### config.mk
export PLATFORM = sky130hd
export DESIGN_NAME = alu_uart_sequencer
export DESIGN_NICKNAME = d
export VERILOG_FILES = /design/src/rtl/alu_seq_pkg.sv /design/src/rtl/alu_seq_byte_sel.sv /design/src/rtl/alu_uart_sequencer.sv
export SDC_FILE = /design/constraint.sdc
export NUM_CORES = 1
export LEC_CHECK = 0
export CORE_UTILIZATION = 27
export CTS_BUF_LIST = sky130_fd_sc_hd__clkbuf_8 sky130_fd_sc_hd__clkbuf_16
export DETAILED_ROUTE_END_ITERATION = 8
export GPL_ROUTABILITY_DRIVEN = 0
export HOLD_SLACK_MARGIN = 0.03
export PLACE_DENSITY = 0.46
export SYNTH_ARGS = -nofsm -noshare
export SYNTH_HDL_FRONTEND = slang
export SYNTH_SLANG_ARGS = --single-unit
### constraint.sdc
create_clock -name clk -period 2.9 [get_ports clk]
set_input_delay 0.87 -clock clk [delete_from_list [all_inputs] [get_ports clk]]
set_output_delay 0.87 -clock clk [all_outputs]
set_load 0.01 [all_outputs]
### src/rtl/alu_seq_pkg.sv
// Shared types and constants for the ALU/UART command sequencer.
package alu_seq_pkg;

  typedef enum logic [2:0] {IDLE, EXEC, SEND, ACK, DRAIN} seq_state_e;

  // Opcode encoding shared with the combinational ALU.
  localparam logic [2:0] OP_ADD = 3'd0;
  localparam logic [2:0] OP_SUB = 3'd1;
  localparam logic [2:0] OP_MUL = 3'd2;
  localparam logic [2:0] OP_AND = 3'd3;
  localparam logic [2:0] OP_OR  = 3'd4;
  localparam logic [2:0] OP_XOR = 3'd5;

  // Bytes per command: result bytes rounded up, plus the optional header.
  function automatic int calc_nb(input int res_w, input int header_en);
    return (res_w + 7) / 8 + header_en;
  endfunction

endpackage

### src/rtl/alu_seq_byte_sel.sv
// Picks the byte to transmit: opcode header at index 0 when enabled,
// otherwise the result byte, with the top byte zero-padded.
module alu_seq_byte_sel #(
  parameter int RES_W     = 16,
  parameter int OPCODE_W  = 3,
  parameter int HEADER_EN = 0,
  parameter int IDX_W     = 2
) (
  input  logic [RES_W-1:0]    res,
  input  logic [OPCODE_W-1:0] opcode,
  input  logic [IDX_W-1:0]    idx,
  output logic [7:0]          byte_o
);

  localparam int RBYTES = (RES_W + 7) / 8;

  logic [RBYTES*8-1:0] res_pad;

  // Zero-extend the result to a whole number of bytes.
  always_comb begin
    res_pad = '0;
    res_pad[RES_W-1:0] = res;
  end

  // Index-to-byte mux; result byte j sits at idx j+HEADER_EN.
  always_comb begin
    byte_o = '0;
    if (HEADER_EN != 0 && idx == '0) begin
      byte_o = 8'(opcode);
    end else begin
      for (int j = 0; j < RBYTES; j++) begin
        if (idx == IDX_W'(j + HEADER_EN)) byte_o = res_pad[j*8 +: 8];
      end
    end
  end

endmodule

### src/rtl/alu_uart_sequencer.sv
// Command sequencer: latches operands for the ALU, captures the result and
// serialises it LSB byte first over the UART with busy handshake and timeout.
module alu_uart_sequencer
  import alu_seq_pkg::*;
#(
  parameter int DATA_W      = 8,
  parameter int OPCODE_W    = 3,
  parameter int RES_W       = 2 * DATA_W,
  parameter int HEADER_EN   = 0,
  parameter int ACK_TIMEOUT = 16
) (
  input  logic                clk,
  input  logic                rst,
  input  logic                cmd_valid,
  output logic                cmd_ready,
  input  logic [DATA_W-1:0]   cmd_a,
  input  logic [DATA_W-1:0]   cmd_b,
  input  logic [OPCODE_W-1:0] cmd_opcode,
  output logic [DATA_W-1:0]   alu_a,
  output logic [DATA_W-1:0]   alu_b,
  output logic [OPCODE_W-1:0] alu_opcode,
  input  logic [RES_W-1:0]    alu_result,
  output logic                uart_start,
  output logic [7:0]          uart_data,
  input  logic                uart_busy,
  output logic                done,
  output logic                err_timeout
);

  localparam int NB    = calc_nb(RES_W, HEADER_EN);
  localparam int IDX_W = $clog2(NB + 1);

  seq_state_e          state_q, state_d;
  logic [IDX_W-1:0]    idx_q, idx_d;
  logic [DATA_W-1:0]   alu_a_q, alu_a_d, alu_b_q, alu_b_d;
  logic [OPCODE_W-1:0] alu_op_q, alu_op_d;
  logic [RES_W-1:0]    res_q, res_d;
  logic [7:0]          uart_data_q, uart_data_d;
  logic                uart_start_q, uart_start_d;
  logic                done_q, done_d;
  logic                err_q, err_d;
  logic [7:0]          cnt_q, cnt_d;

  // The first byte leaves while res_q is still being loaded, so it is taken
  // straight from the ALU; later bytes come from the captured result.
  logic [RES_W-1:0] sel_res;
  logic [IDX_W-1:0] sel_idx;
  logic [7:0]       sel_byte;

  assign sel_res = (state_q == EXEC) ? alu_result : res_q;
  assign sel_idx = (state_q == EXEC) ? '0 : idx_q + 1'b1;

  alu_seq_byte_sel #(
    .RES_W(RES_W), .OPCODE_W(OPCODE_W), .HEADER_EN(HEADER_EN), .IDX_W(IDX_W)
  ) u_byte_sel (
    .res(sel_res), .opcode(alu_op_q), .idx(sel_idx), .byte_o(sel_byte)
  );

  // Next-state and registered-output logic. uart_start is raised on entry to
  // SEND so the pulse occupies exactly the SEND cycle.
  always_comb begin
    state_d      = state_q;
    idx_d        = idx_q;
    alu_a_d      = alu_a_q;
    alu_b_d      = alu_b_q;
    alu_op_d     = alu_op_q;
    res_d        = res_q;
    uart_data_d  = uart_data_q;
    uart_start_d = 1'b0;
    done_d       = 1'b0;
    err_d        = err_q;
    cnt_d        = cnt_q;
    case (state_q)
      IDLE: if (cmd_valid) begin
        alu_a_d  = cmd_a;
        alu_b_d  = cmd_b;
        alu_op_d = cmd_opcode;
        idx_d    = '0;
        err_d    = 1'b0;
        state_d  = EXEC;
      end
      EXEC: begin
        res_d        = alu_result;
        uart_data_d  = sel_byte;
        uart_start_d = 1'b1;
        state_d      = SEND;
      end
      SEND: begin
        cnt_d   = '0;
        state_d = ACK;
      end
      // The SEND cycle counts as the first waited cycle, so the error fires
      // ACK_TIMEOUT cycles after the start pulse.
      ACK: begin
        if (uart_busy) begin
          state_d = DRAIN;
        end else if (cnt_q == 8'(ACK_TIMEOUT - 2)) begin
          err_d   = 1'b1;
          done_d  = 1'b1;
          state_d = IDLE;
        end else begin
          cnt_d = cnt_q + 8'd1;
        end
      end
      DRAIN: if (!uart_busy) begin
        if (idx_q == IDX_W'(NB - 1)) begin
          done_d  = 1'b1;
          state_d = IDLE;
        end else begin
          idx_d        = idx_q + 1'b1;
          uart_data_d  = sel_byte;
          uart_start_d = 1'b1;
          state_d      = SEND;
        end
      end
      default: state_d = IDLE;
    endcase
  end

  // State and output registers.
  always_ff @(posedge clk or posedge rst) begin
    if (rst) begin
      state_q      <= IDLE;
      idx_q        <= '0;
      alu_a_q      <= '0;
      alu_b_q      <= '0;
      alu_op_q     <= '0;
      res_q        <= '0;
      uart_data_q  <= '0;
      uart_start_q <= 1'b0;
      done_q       <= 1'b0;
      err_q        <= 1'b0;
      cnt_q        <= '0;
    end else begin
      state_q      <= state_d;
      idx_q        <= idx_d;
      alu_a_q      <= alu_a_d;
      alu_b_q      <= alu_b_d;
      alu_op_q     <= alu_op_d;
      res_q        <= res_d;
      uart_data_q  <= uart_data_d;
      uart_start_q <= uart_start_d;
      done_q       <= done_d;
      err_q        <= err_d;
      cnt_q        <= cnt_d;
    end
  end

  assign cmd_ready   = (state_q == IDLE);
  assign alu_a       = alu_a_q;
  assign alu_b       = alu_b_q;
  assign alu_opcode  = alu_op_q;
  assign uart_start  = uart_start_q;
  assign uart_data   = uart_data_q;
  assign done        = done_q;
  assign err_timeout = err_q;

endmodule

### Supply network, run 1

Bar = 20 um. Pins as bars on the die edge.
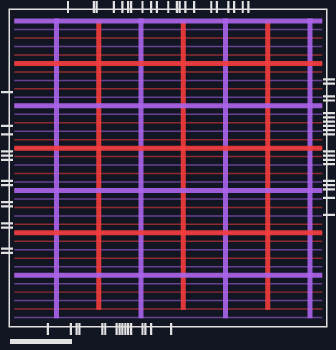
purple -> VSS
red -> VDD
signal pins = 70
met1 rails = 36
rows = 35
met5 straps = 7
met4 straps = 7
Max VDD drop: 0.2894 mV
die x size: 101.5 um
core area: 9415 um^2
Die H: 101.5 um

### Cells colored by class, run 1

Fill, decap, tap and diode cells in gray.
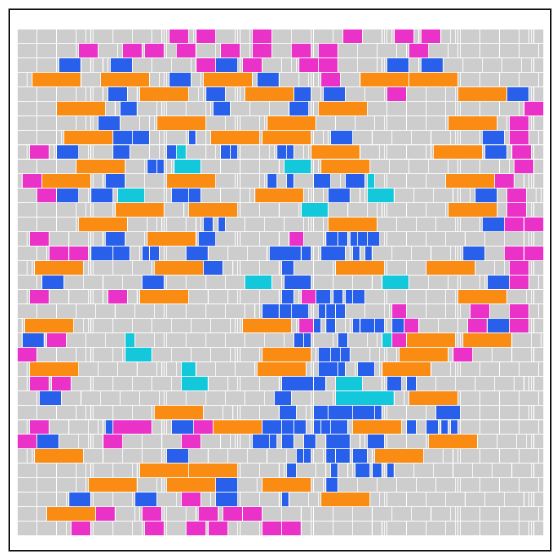
orange -> sequential cells  # cells 59
blue -> remaining logic cells  # cells 145
magenta -> remaining buffers and delay cells  # cells 76
cyan -> clock drivers and dummy loads  # cells 16
Finished Cell Area: 3717 um^2
post-layout util: 0.3948
flop share of the area: 0.3972

==> qor.yml, run 1 <==
status: "complete, no violations"
ys_area_um2: 2673
placed_area_um2: 3523
setup_violations: 0
synth-async-reset-ratio: 1.000
muxShareOfSynthArea: 0.1816
flop_area_um2: 1476
holdBufCountCts: 0
min_path_cells: 2
ys_seq_frac: 0.5524
initialDrtViolationCount: 44
tritoncts: "built"
cts_sinks: 59
ys.flops: 59
synthCells: 215
whs_endpoint: "idx_q[1]$_DFFE_PP0P_"
n_antenna_cell: 0
swShare: 0.3228
place_inst: 409
ys_sh_adder: 0.01404
cp_max_fo: 14
powerDensity_nw_per_um2: 1014
yosys_warnings: 0
met1_length_mm: 2.605
largest_area_cell: "dfrtp_1"
clkTransAtPathRegs_ns: 0.07
rsz0062_at_grt: "no"
io_buffers: 69
required_ns: 2.03
slowest_stage: "clkdlybuf4s50_1"
p_seq_frac: 0.372
busiest_layer: "met2"
ff_type: "dfrtp_1"
synth-xor-area-share: 0.006554
clock-root-buffer: "clkbuf_8"
logic_area_um2: 1100
dieArea_um2: 10300
edf_count: 0
setup.worst_path.start: "state_q[2]$_DFFE_PP0P_"
worstPathCellList: "nor3_1 > clkdlybuf4s50_1"
### Routed clock nets over the placement, run 1

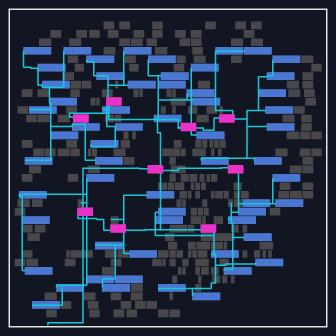
magenta -> clock-net drivers  # count 9
blue -> flip-flops  # count 59
cyan -> clock wires  # length 916 um
routed clock nets = 10
Clock group: 0.000736 W
clk_lat worst skew: 0.33 ns
power share of the clock group: 0.195
clk_skew: 0.007566 ns

### Wiring by layer, run 1

Bar = 20 um. Only two layers are drawn.
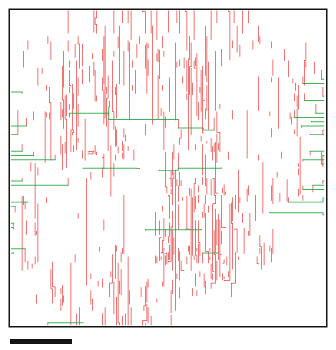
red -> M2  # wire length 2720 um
green -> M3  # wire length 287 um
routed wire length per instance: 13.42 um
Vias: 1929
final wirelength: 5.703 mm

[run 1: Yosys cell counts, types with 2 or more instances]
cell       number
nand2b_1        4
mux2i_1         8
mux2_2         36
o211ai_1        3
inv_1           8
and2_1          2
ha_1            3
nor2b_1         3
o21ai_1         2
nor2_1         11
nand3_1         3
o21ai_0         7
buf_2           5
a2bb2oi_1       8
o22ai_1         2
clkbuf_1        2
nor2_2          2
dfrtp_1        59
nand2_1         8
xnor2_1         2
a21oi_1        12
buf_6           2
a22o_1          3
[run 1: worst max-delay path, delay by kind of cell (launching register included)]
family                 cells  cell delay (ns)
flip-flops                 1             0.51
buffers and inverters      1             0.59
AND/OR/NAND/NOR            1             0.26
[run 1: registers in the layout, summed over array words and instances (netlist names)]
name	cells
alu_a	8
alu_b	8
alu_opcode	3
cnt_q	8
done	1
err_timeout	1
idx_q	2
res_q	16
state_q	3
uart_data	8
uart_start	1
[run 1: power groups by stage]
stage | combinational, W | sequential (W) | clock (W)
final | 0.00163 | 0.00140 | 0.000736
after global routing | 0.00181 | 0.00146 | 0.000817
after CTS | 0.00166 | 0.00141 | 0.000782
after detailed placement | 0.00166 | 0.00142 | 0
after global placement | 0.00164 | 0.00142 | 0
after floorplan | 0.000964 | 0.00145 | 0
[run 1: area by class of cell]
type / instances / area share
sequential: 59 / 0.3972
multi-input combinational: 137 / 0.2959
timing repair buffer: 76 / 0.2033
tap: 129 / 0.04342
clock buffer: 10 / 0.03702
clock inverter: 6 / 0.01515
inverter: 8 / 0.008078
[run 1: metrics by stage]
step | hold WS [ns] | worst slack [ns]
after floorplan | 0.4498 | 0.5737
after global placement | 0.4690 | 0.2777
after detailed placement | 0.4748 | 0.2341
after CTS | 0.4902 | 0.3062
after global routing | 0.5201 | 0.1530
final | 0.4886 | 0.3307
--- run 2 (diff from run 1) ---
--- a/config.mk
+++ b/config.mk
@@ -5,12 +5,14 @@
 export SDC_FILE = /design/constraint.sdc
 export NUM_CORES = 1
 export LEC_CHECK = 0
-export CORE_UTILIZATION = 27
+export CORE_UTILIZATION = 48
 export CTS_BUF_LIST = sky130_fd_sc_hd__clkbuf_8 sky130_fd_sc_hd__clkbuf_16
 export DETAILED_ROUTE_END_ITERATION = 8
 export GPL_ROUTABILITY_DRIVEN = 0
 export HOLD_SLACK_MARGIN = 0.03
-export PLACE_DENSITY = 0.46
+export MAX_ROUTING_LAYER = met4
+export PLACE_DENSITY = 0.76
+export SLEW_MARGIN = 30
 export SYNTH_ARGS = -nofsm -noshare
 export SYNTH_HDL_FRONTEND = slang
 export SYNTH_SLANG_ARGS = --single-unit
### Wiring by layer, run 2

Bar = 20 um. Only two layers are drawn.
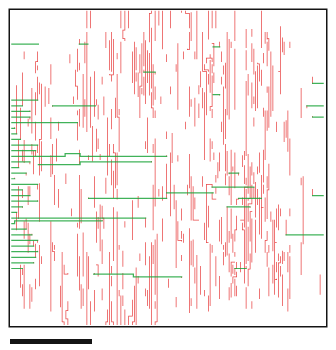
green -> M3  # wire length 367 um
red -> M2  # wire length 2470 um
routed wire length per instance: 14.91 um
final wirelength: 5.457 mm
Total GRT Usage: 0.2175
Vias: 1939

### Cells colored by class, run 2

Fill, decap, tap and diode cells in gray.
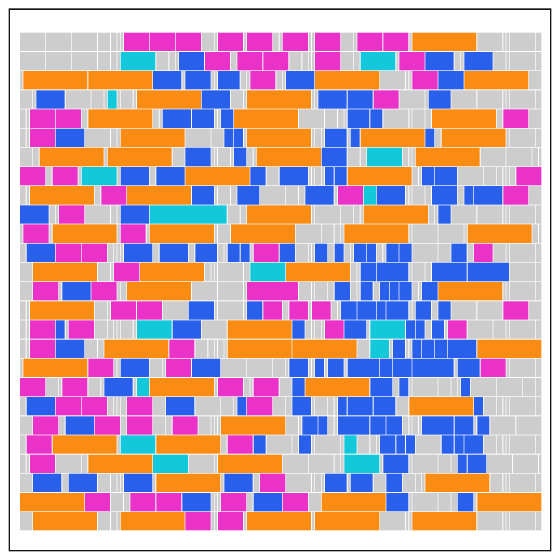
blue -> remaining logic cells  # cells 145
orange -> sequential cells  # cells 59
cyan -> clock drivers and dummy loads  # cells 16
magenta -> remaining buffers and delay cells  # cells 76
core area: 5238 um^2
post-layout util: 0.6957
flop share of the area: 0.4052

### Clock routing, run 2

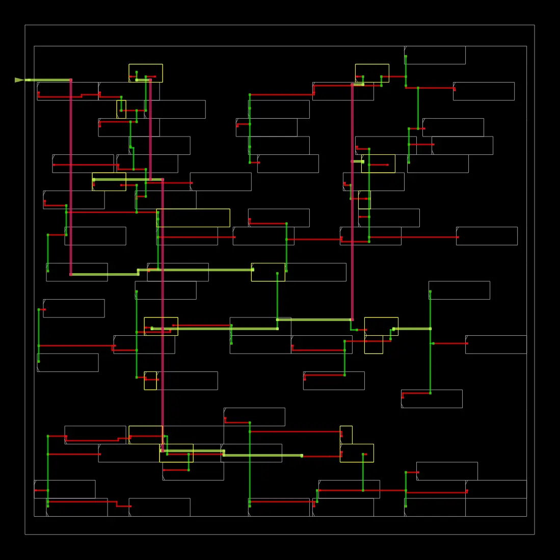
clk_lat worst skew: 0.34 ns
Clock group: 0.000738 W
Layout clock buffers: 10
clock sink count: 59

==> qor.yml, run 2 <==
yosys_warnings: 0  # unchanged
tritoncts: "built"  # unchanged
powerDensity_nw_per_um2: 1040  # was 1014 nW/um^2
rr_endpoint: "uart_data[5]$_DFFE_PP0P_"  # was uart_data[4]$_DFFE_PP0P_
ys_area_um2: 2673  # unchanged
ff_type: "dfrtp_1"  # unchanged
edf_count: 0  # unchanged
ir_drop_mv: 0.5741  # was 0.2894 mV
power_leader: "combinational logic"  # unchanged
n_antenna_cell: 0  # unchanged
ys.flops: 59  # unchanged
clock-root-buffer: "clkbuf_8"  # unchanged
startpoint_type: "flip-flop"  # unchanged
initialDrtViolationCount: 103  # was 44
largest_area_cell: "dfrtp_1"  # unchanged
regMostFlops: "res_q"  # unchanged
final.setup_skew_ns: 0.006934  # was 0.007566 ns
common_cells: "59 x dfrtp_1, 36 x mux2_2, 12 x a21oi_1"  # unchanged
p_seq_frac: 0.367  # was 0.372
setup.worst_path.start: "state_q[0]$_DFFE_PP0P_"  # was state_q[2]$_DFFE_PP0P_
ys_sh_adder: 0.01404  # unchanged
swShare: 0.3259  # was 0.3228
nFlopsAndLatches: 59  # unchanged
path_buffers: 1  # unchanged
grt_max_degree: 42  # was 60
worst-path-stages: 2  # unchanged
cp_max_fo: 2  # was 14
largest_class: "registers"  # unchanged
holdBufCountCts: 0  # unchanged
status: "complete, no violations"  # unchanged
synthTopCellsByArea: "dfrtp_1 55%, mux2_2 15%, mux2i_1 3.0%"  # unchanged
setup_violations: 0  # unchanged
num-multi-input-gates: 137  # unchanged
muxShareOfSynthArea: 0.1816  # unchanged
reg2regPathDepth: 5  # unchanged
synth-async-reset-ratio: 1.000  # unchanged
io_buffers: 69  # unchanged
area_growth_pct: 36.33  # was 39.09%
taps: 70  # was 129
seq_power_w: 0.00139  # was 0.00140 W
clkTransAtPathRegs_ns: 0.06  # was 0.07 ns
p_clk_frac: 0.195  # about the same
min_path_type: "flip-flop to flip-flop"  # unchanged
p_comb_w: 0.00166  # was 0.00163 W
path_delay_family: "buffers and inverters"  # unchanged
synthCells: 215  # unchanged
slowest_stage: "clkdlybuf4s50_1"  # unchanged
die_h_um: 76.62  # was 101.5 um
chipWidth_um: 76.62  # was 101.5 um
rsz0062_at_grt: "no"  # unchanged
synth.most_common_cell: "dfrtp_1"  # unchanged
cap_viol_max_count: 0  # unchanged
logic_area_um2: 1100  # unchanged
comb_share: 0.3019  # was 0.2959
required_ns: 2.03  # about the same
buf_share: 0.2074  # was 0.2033
cts_setup_buffers: 0  # unchanged
worstPathCellList: "nor3_1 > clkdlybuf4s50_1"  # unchanged
flop_area_um2: 1476  # unchanged
dieArea_um2: 5870  # was 10300 um^2
buffers: 76  # unchanged
dpl.hpwl_mm: 3.747  # was 3.821 mm
largest_reg_flops: 16  # unchanged
synth-xor-area-share: 0.006554  # unchanged
clock_area_frac: 0.05323  # was 0.05217
ys_seq_frac: 0.5524  # unchanged
inverters_excl_clock: 8  # unchanged
==> run 2: cell counts after synthesis <==
Identical to the previous run, type by type.
==> run 2: worst min-delay path by stage <==
stage	end	depth (start not counted)	startpoint
2_1_floorplan	idx_q[1]$_DFFE_PP0P_	2	idx_q[1]$_DFFE_PP0P_
3_3_place_gp	idx_q[1]$_DFFE_PP0P_	2	idx_q[1]$_DFFE_PP0P_
3_5_place_dp	idx_q[1]$_DFFE_PP0P_	2	idx_q[1]$_DFFE_PP0P_
4_1_cts	idx_q[1]$_DFFE_PP0P_	2	idx_q[1]$_DFFE_PP0P_
5_1_grt	alu_a[7]$_DFFE_PP0P_	1	alu_a[7]$_DFFE_PP0P_
6_report	idx_q[1]$_DFFE_PP0P_	2	idx_q[1]$_DFFE_PP0P_
==> run 2: through the flow <==
| step | hold slack, ns | instances | power (W) | area (um^2) | worst slack, ns |
|---|---|---|---|---|---|
| 2_1_floorplan | 0.4498 | 215 | 0.002418 | 2673 | 0.5737 |
| 3_3_place_gp | 0.4661 | 350 | 0.003026 | 3450 | 0.3395 |
| 3_5_place_dp | 0.4793 | 350 | 0.003076 | 3450 | 0.2920 |
| 4_1_cts | 0.4943 | 366 | 0.003824 | 3643 | 0.4344 |
| 5_1_grt | 0.5214 | 366 | 0.004037 | 3643 | 0.4105 |
| 6_report | 0.4938 | 366 | 0.003789 | 3643 | 0.4646 |
==> run 2: worst register-to-register path: stages, from the launching register on <==
cell	delay, ns
dfrtp_1	0.60
ha_1	0.36
or4b_4	0.54
a21oi_4	0.41
nor2_1	0.08
a21oi_1	0.14
==> run 2: routing by layer <==
metal	share of wire	global-route usage
met1	0.46	0.2639
met4	0.022	0.1058
met5	0	-
met3	0.067	0.06826
met2	0.45	0.3288
Power figures rest on the tool's default switching activity, not on a simulated workload.
